==> src/rtl/change_dispenser.sv <==
// Purpose: vends the paid item, then pays change greedily (5, 2, 1) to the coin hopper one coin at a time.
// Latency: vend pulse 1 cycle after done; first eject_valid 2 cycles after done; change_done 1 cycle after the last ack.
// Backpressure: holds each coin offered until hopper_ack arrives; no ack for ACK_TIMEOUT cycles latches a fault.
module change_dispenser #(
    parameter int ACK_TIMEOUT = 15
) (
    input  logic       clk,
    input  logic       rst,
    input  logic       done,
    input  logic       product,
    input  logic [3:0] change,
    input  logic       hopper_ack,
    output logic       eject_valid,
    output logic [1:0] eject_coin,
    output logic       vend_valid,
    output logic       vend_item,
    output logic       change_done,
    output logic       busy,
    output logic       overrun,
    output logic       fault
);

    localparam logic [2:0] ST_IDLE   = 3'd0;
    localparam logic [2:0] ST_SELECT = 3'd1;
    localparam logic [2:0] ST_EJECT  = 3'd2;
    localparam logic [2:0] ST_FINISH = 3'd3;
    localparam logic [2:0] ST_FAULT  = 3'd4;

    localparam logic [7:0] TIMEOUT_LAST = 8'(ACK_TIMEOUT - 1);

    localparam logic [1:0] COIN_NONE = 2'b00;
    localparam logic [1:0] COIN_1    = 2'b01;
    localparam logic [1:0] COIN_2    = 2'b10;
    localparam logic [1:0] COIN_5    = 2'b11;

    logic [2:0] state_q, state_d;
    logic [3:0] remaining_q, remaining_d;
    logic [7:0] tmo_cnt_q, tmo_cnt_d;
    logic [1:0] eject_coin_q, eject_coin_d;
    logic       vend_valid_q, vend_valid_d;
    logic       vend_item_q, vend_item_d;
    logic       overrun_q, overrun_d;

    logic [3:0] coin_value;
    logic [3:0] remaining_after;

    // Value of the coin currently offered, and what is left once it is taken.
    always_comb begin
        coin_value = 4'd1;
        case (eject_coin_q)
            COIN_5:  coin_value = 4'd5;
            COIN_2:  coin_value = 4'd2;
            default: coin_value = 4'd1;
        endcase
        // Greedy selection never offers more than remaining, so this cannot wrap.
        remaining_after = remaining_q - coin_value;
    end

    // Next-state and datapath update for the payout sequencer.
    always_comb begin
        state_d      = state_q;
        remaining_d  = remaining_q;
        tmo_cnt_d    = tmo_cnt_q;
        eject_coin_d = eject_coin_q;
        vend_valid_d = 1'b0;
        vend_item_d  = vend_item_q;
        // A done outside IDLE is dropped; remember that it happened.
        overrun_d    = overrun_q | (done && (state_q != ST_IDLE));

        case (state_q)
            ST_IDLE: begin
                if (done) begin
                    remaining_d  = change;
                    vend_valid_d = 1'b1;
                    vend_item_d  = product;
                    state_d      = (change != 4'd0) ? ST_SELECT : ST_FINISH;
                end
            end
            ST_SELECT: begin
                if (remaining_q >= 4'd5)      eject_coin_d = COIN_5;
                else if (remaining_q >= 4'd2) eject_coin_d = COIN_2;
                else                          eject_coin_d = COIN_1;
                tmo_cnt_d = 8'd0;
                state_d   = ST_EJECT;
            end
            ST_EJECT: begin
                if (hopper_ack) begin
                    remaining_d  = remaining_after;
                    eject_coin_d = COIN_NONE;
                    state_d      = (remaining_after != 4'd0) ? ST_SELECT : ST_FINISH;
                end else if (tmo_cnt_q == TIMEOUT_LAST) begin
                    // An ack on this last cycle would have taken the branch above.
                    eject_coin_d = COIN_NONE;
                    state_d      = ST_FAULT;
                end else begin
                    tmo_cnt_d = tmo_cnt_q + 8'd1;
                end
            end
            ST_FINISH: begin
                state_d = ST_IDLE;
            end
            ST_FAULT: begin
                // Jammed hopper: only reset recovers.
                eject_coin_d = COIN_NONE;
            end
            default: begin
                state_d      = ST_IDLE;
                eject_coin_d = COIN_NONE;
            end
        endcase
    end

    // State and registered outputs; reset abandons any payout in progress.
    always_ff @(posedge clk or negedge rst) begin
        if (!rst) begin
            state_q      <= ST_IDLE;
            remaining_q  <= 4'd0;
            tmo_cnt_q    <= 8'd0;
            eject_coin_q <= COIN_NONE;
            vend_valid_q <= 1'b0;
            vend_item_q  <= 1'b0;
            overrun_q    <= 1'b0;
        end else begin
            state_q      <= state_d;
            remaining_q  <= remaining_d;
            tmo_cnt_q    <= tmo_cnt_d;
            eject_coin_q <= eject_coin_d;
            vend_valid_q <= vend_valid_d;
            vend_item_q  <= vend_item_d;
            overrun_q    <= overrun_d;
        end
    end

    assign eject_valid = (state_q == ST_EJECT);
    assign eject_coin  = eject_coin_q;
    assign vend_valid  = vend_valid_q;
    assign vend_item   = vend_item_q;
    assign change_done = (state_q == ST_FINISH);
    assign busy        = (state_q != ST_IDLE);
    assign overrun     = overrun_q;
    assign fault       = (state_q == ST_FAULT);

endmodule

==> config.mk <==
export PLATFORM = sky130hd
export DESIGN_NAME = change_dispenser
export DESIGN_NICKNAME = d
export VERILOG_FILES = /design/src/rtl/change_dispenser.sv
export SDC_FILE = /design/constraint.sdc
export NUM_CORES = 1
export LEC_CHECK = 0
export ABC_AREA = 1
export CELL_PAD_IN_SITES_DETAIL_PLACEMENT = 1
export CELL_PAD_IN_SITES_GLOBAL_PLACEMENT = 1
export CORE_MARGIN = 3
export CORE_UTILIZATION = 42
export DETAILED_ROUTE_END_ITERATION = 7
export GPL_TIMING_DRIVEN = 0
export HOLD_SLACK_MARGIN = 0.08
export PLACE_DENSITY_LB_ADDON = 0.15
export SLEW_MARGIN = 20
export SYNTH_ARGS = -nofsm -noshare
export SYNTH_HDL_FRONTEND = slang
export SYNTH_SLANG_ARGS = --single-unit
==> constraint.sdc <==
create_clock -name clk -period 3.84 [get_ports clk]
set_input_delay 1.152 -clock clk [delete_from_list [all_inputs] [get_ports clk]]
set_output_delay 1.152 -clock clk [all_outputs]
set_load 0.01 [all_outputs]
### Routed metal, one color a layer

Scale: 6 px per µm. Two of the layers only.
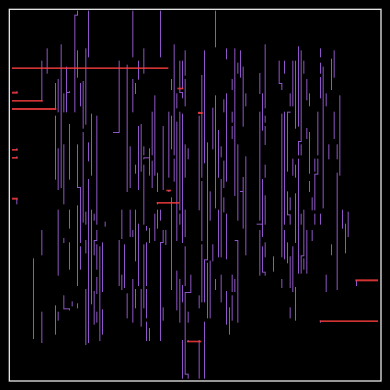
Red marks met3, wire length 60.0 µm. Purple marks met2, wire length 1640 µm.
total detailed-routing wirelength: 3177 µm
average routed wire per standard cell: 14.06 µm
global-route usage over all layers: 20.04%
via count: 1185

### Routed metal per tile

Scale: 4 px per µm. The die is cut into 12 by 12 equal tiles; dark purple is low, yellow is high, scaled to the fullest tile. Values are wire area over tile area, all layers added.
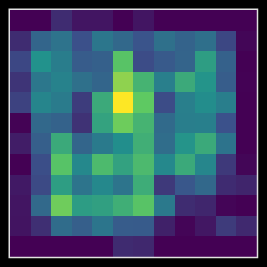
The emptiest ninth of the die: bottom right. The mean over all tiles is 0.13. The fullest tile reaches 0.43. 20% of the tiles are over half the peak. The densest ninth of the die: middle.

### Cell outlines without signal wires

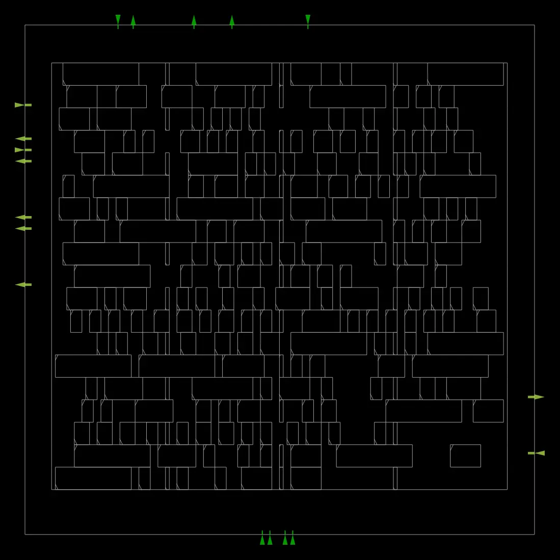
number of rows created at floorplan: 19
sequential share of cell area: 32.31%
fin cells: 226

### Gate families picked out

Scale: 6 px per µm.
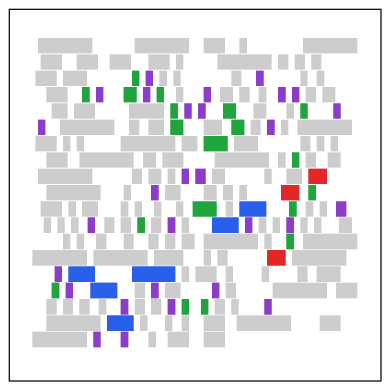
Blue marks adder and majority cells, cells 6, most used ha_1. Purple marks inverters, cells 29, most used inv_1. Green marks NOR gates, cells 19, most used nor2_1. Red marks XOR/XNOR gates, cells 3, most used xnor2_1.
top logic cell by instance count in the layout: sky130_fd_sc_hd__nand2_1
share of the final layout cell area in multi-input gates: 43.46%

==> report_table.html <==
<p>Metrics extracted from the flow reports.</p>
<table>
<tr><th>Metric</th><th>Value</th></tr>
<tr><th colspan="2">Critical path</th></tr>
<tr><td>Stage delay of the slowest cell on the critical path</td><td>between 0.5 and 0.6 ns</td></tr>
<tr><td>Critical-path cell list</td><td>inv_2 -&gt; nand3_2 -&gt; clkinv_2 -&gt; clkdlybuf4s50_1</td></tr>
<tr><td>Reg2reg setup slack</td><td>1.87 ns</td></tr>
<tr><td>Arrival time worst endpoint</td><td>1.64 ns</td></tr>
<tr><td>Category of the worst setup path launch point</td><td>flip-flop</td></tr>
<tr><td>Crit path depth</td><td>4</td></tr>
<tr><td>Critical R2R Launch</td><td>eject_coin[0]</td></tr>
<tr><td>Critical path class</td><td>flip-flop to output pin</td></tr>
<tr><td>Worst setup path startpoint</td><td>state_q[2]</td></tr>
<tr><td>Setup crit end kind</td><td>output pin</td></tr>
<tr><th colspan="2">GRT</th></tr>
<tr><td>Routing usage on met2</td><td>36.47%</td></tr>
<tr><td>Met3 Track Usage GR</td><td>2.273%</td></tr>
<tr><td>Aggregate global routing overflow</td><td>0</td></tr>
<tr><th colspan="2">Die</th></tr>
<tr><td># IOs</td><td>18</td></tr>
<tr><td>Die span in y</td><td>61.72 µm</td></tr>
<tr><td>Fp util</td><td>45.70%</td></tr>
<tr><td>Area enclosed by the die boundary</td><td>about 3800 µm²</td></tr>
<tr><th colspan="2">STA</th></tr>
<tr><td>Unrepaired setup endpoints after global routing</td><td>false</td></tr>
<tr><td>Final critical-path share of the clock period</td><td>72.74%</td></tr>
<tr><td>Worst setup skew after layout</td><td>around 0.013 ns</td></tr>
<tr><td>Final setup violation count</td><td>0</td></tr>
<tr><th colspan="2">Logic synthesis</th></tr>
<tr><td>Sequential cell area fraction in the yosys report</td><td>38.39%</td></tr>
<tr><td>Area fraction of the dominant cell type after synthesis</td><td>38.39%</td></tr>
<tr><td>Flops out of synthesis</td><td>20</td></tr>
<tr><td>Most used DFF post-synth</td><td>sky130_fd_sc_hd__dfrtp_1</td></tr>
<tr><td>Post-synthesis async set-or-reset flop share</td><td>100.0%</td></tr>
<tr><td>Floorplan net count</td><td>189</td></tr>
<tr><td>Cell type with the largest total area</td><td>sky130_fd_sc_hd__dfrtp_1</td></tr>
<tr><th colspan="2">Power</th></tr>
<tr><td>NetSw</td><td>0.5160 mW</td></tr>
<tr><td>Maximum vdd drop</td><td>0.3515 mV</td></tr>
<tr><td>Internal power</td><td>0.5751 mW</td></tr>
<tr><td>Total power per unit cell area</td><td>704.4 nW/µm²</td></tr>
<tr><td>Clock network fraction of total power</td><td>11.7%</td></tr>
<tr><th colspan="2">Hold path</th></tr>
<tr><td>Worst hold endpoint</td><td>overrun</td></tr>
<tr><td>Startpoint of the tightest hold check path</td><td>overrun</td></tr>
<tr><td>Number of instances on the worst hold path</td><td>1</td></tr>
<tr><th colspan="2">CTS</th></tr>
<tr><td>Total CTS buffers</td><td>3</td></tr>
<tr><td>Worst-case clock buffer depth</td><td>2</td></tr>
<tr><td>Depth of the CTS H-tree</td><td>1</td></tr>
<tr><td>Post-CTS clock slew at the launch and capture registers of the worst setup and hold paths</td><td>0.13 ns</td></tr>
<tr><th colspan="2">Route</th></tr>
<tr><td>Length of the first detailed-routing pass in iterations</td><td>4</td></tr>
<tr><td>Antenna viol nets, final</td><td>0</td></tr>
<tr><td>Remaining design rule violation count</td><td>0</td></tr>
<tr><th colspan="2">Status</th></tr>
<tr><td>Outcome</td><td>completed</td></tr>
<tr><th colspan="2">Cells and area</th></tr>
<tr><td>Number of diodes</td><td>0</td></tr>
<tr><th colspan="2">Placed design</th></tr>
<tr><td>Pre-CTS setup slack</td><td>1.288 ns</td></tr>
</table>
-- power groups by stage --
stage	clock network, mW	logic (mW)	registers [mW]
global placement	0	0.597	0.333
finish	0.128	0.630	0.333
floorplan	0	0.413	0.334
CTS	0.134	0.637	0.333
global route	0.142	0.721	0.345
detailed placement	0	0.626	0.338
-- registers in the layout (all words and copies together), names as in the netlist --
| register | count |
|---|---|
| tmo_cnt_q | 8 |
| remaining_q | 4 |
| state_q | 3 |
| eject_coin | 2 |
| overrun | 1 |
| vend_item | 1 |
| vend_valid | 1 |
-- stage by stage --
step                      instance area (µm²)  power (mW)  hold WS, ns  utilization, %  std cells
after floorplan                          1304      0.7476       0.4803               -        174
after global placement                   1513      0.9300       0.4388           53.03        222
after detailed placement                 1513      0.9636       0.4775           53.03        222
after CTS                                1549       1.104       0.5109           54.30        226
after global routing                     1549       1.209       0.5457           54.30        226
final                                    1549       1.091       0.4994           54.30        226
-- routing by layer --
layer	vias to the layer above	wire (µm)	part of all wire, %
li1	586	-	-
met1	580	1398	44
met2	13	1641	52
met3	6	60	1.9
met4	0	77	2.4
met5	-	0	0
-- cell families after synthesis --
kind of cell	synth area share [%]
simple gates	33.78
mux	0.8637
flops	38.39
compound gates	8.638
fa+ha+maj	6.334
buf+inv	9.981
xor+xnor	2.016
-- area by class of cell --
type / count / area (µm²) / area share, %
timing repair buffer: 17 / 170.2 / 10.99
tap: 31 / 38.79 / 2.504
buffer: 2 / 18.77 / 1.212
clock buffer: 4 / 36.28 / 2.342
inverter: 29 / 111.4 / 7.189
sequential: 20 / 500.5 / 32.31
multi-input combinational: 123 / 673.1 / 43.46
-- how the worst max path moves through the flow --
stage	endpoint
floorplan	busy
global placement	remaining_q[2]
detailed placement	remaining_q[2]
CTS	eject_valid
global route	busy
finish	eject_valid
Power and IR drop assume default switching activity.
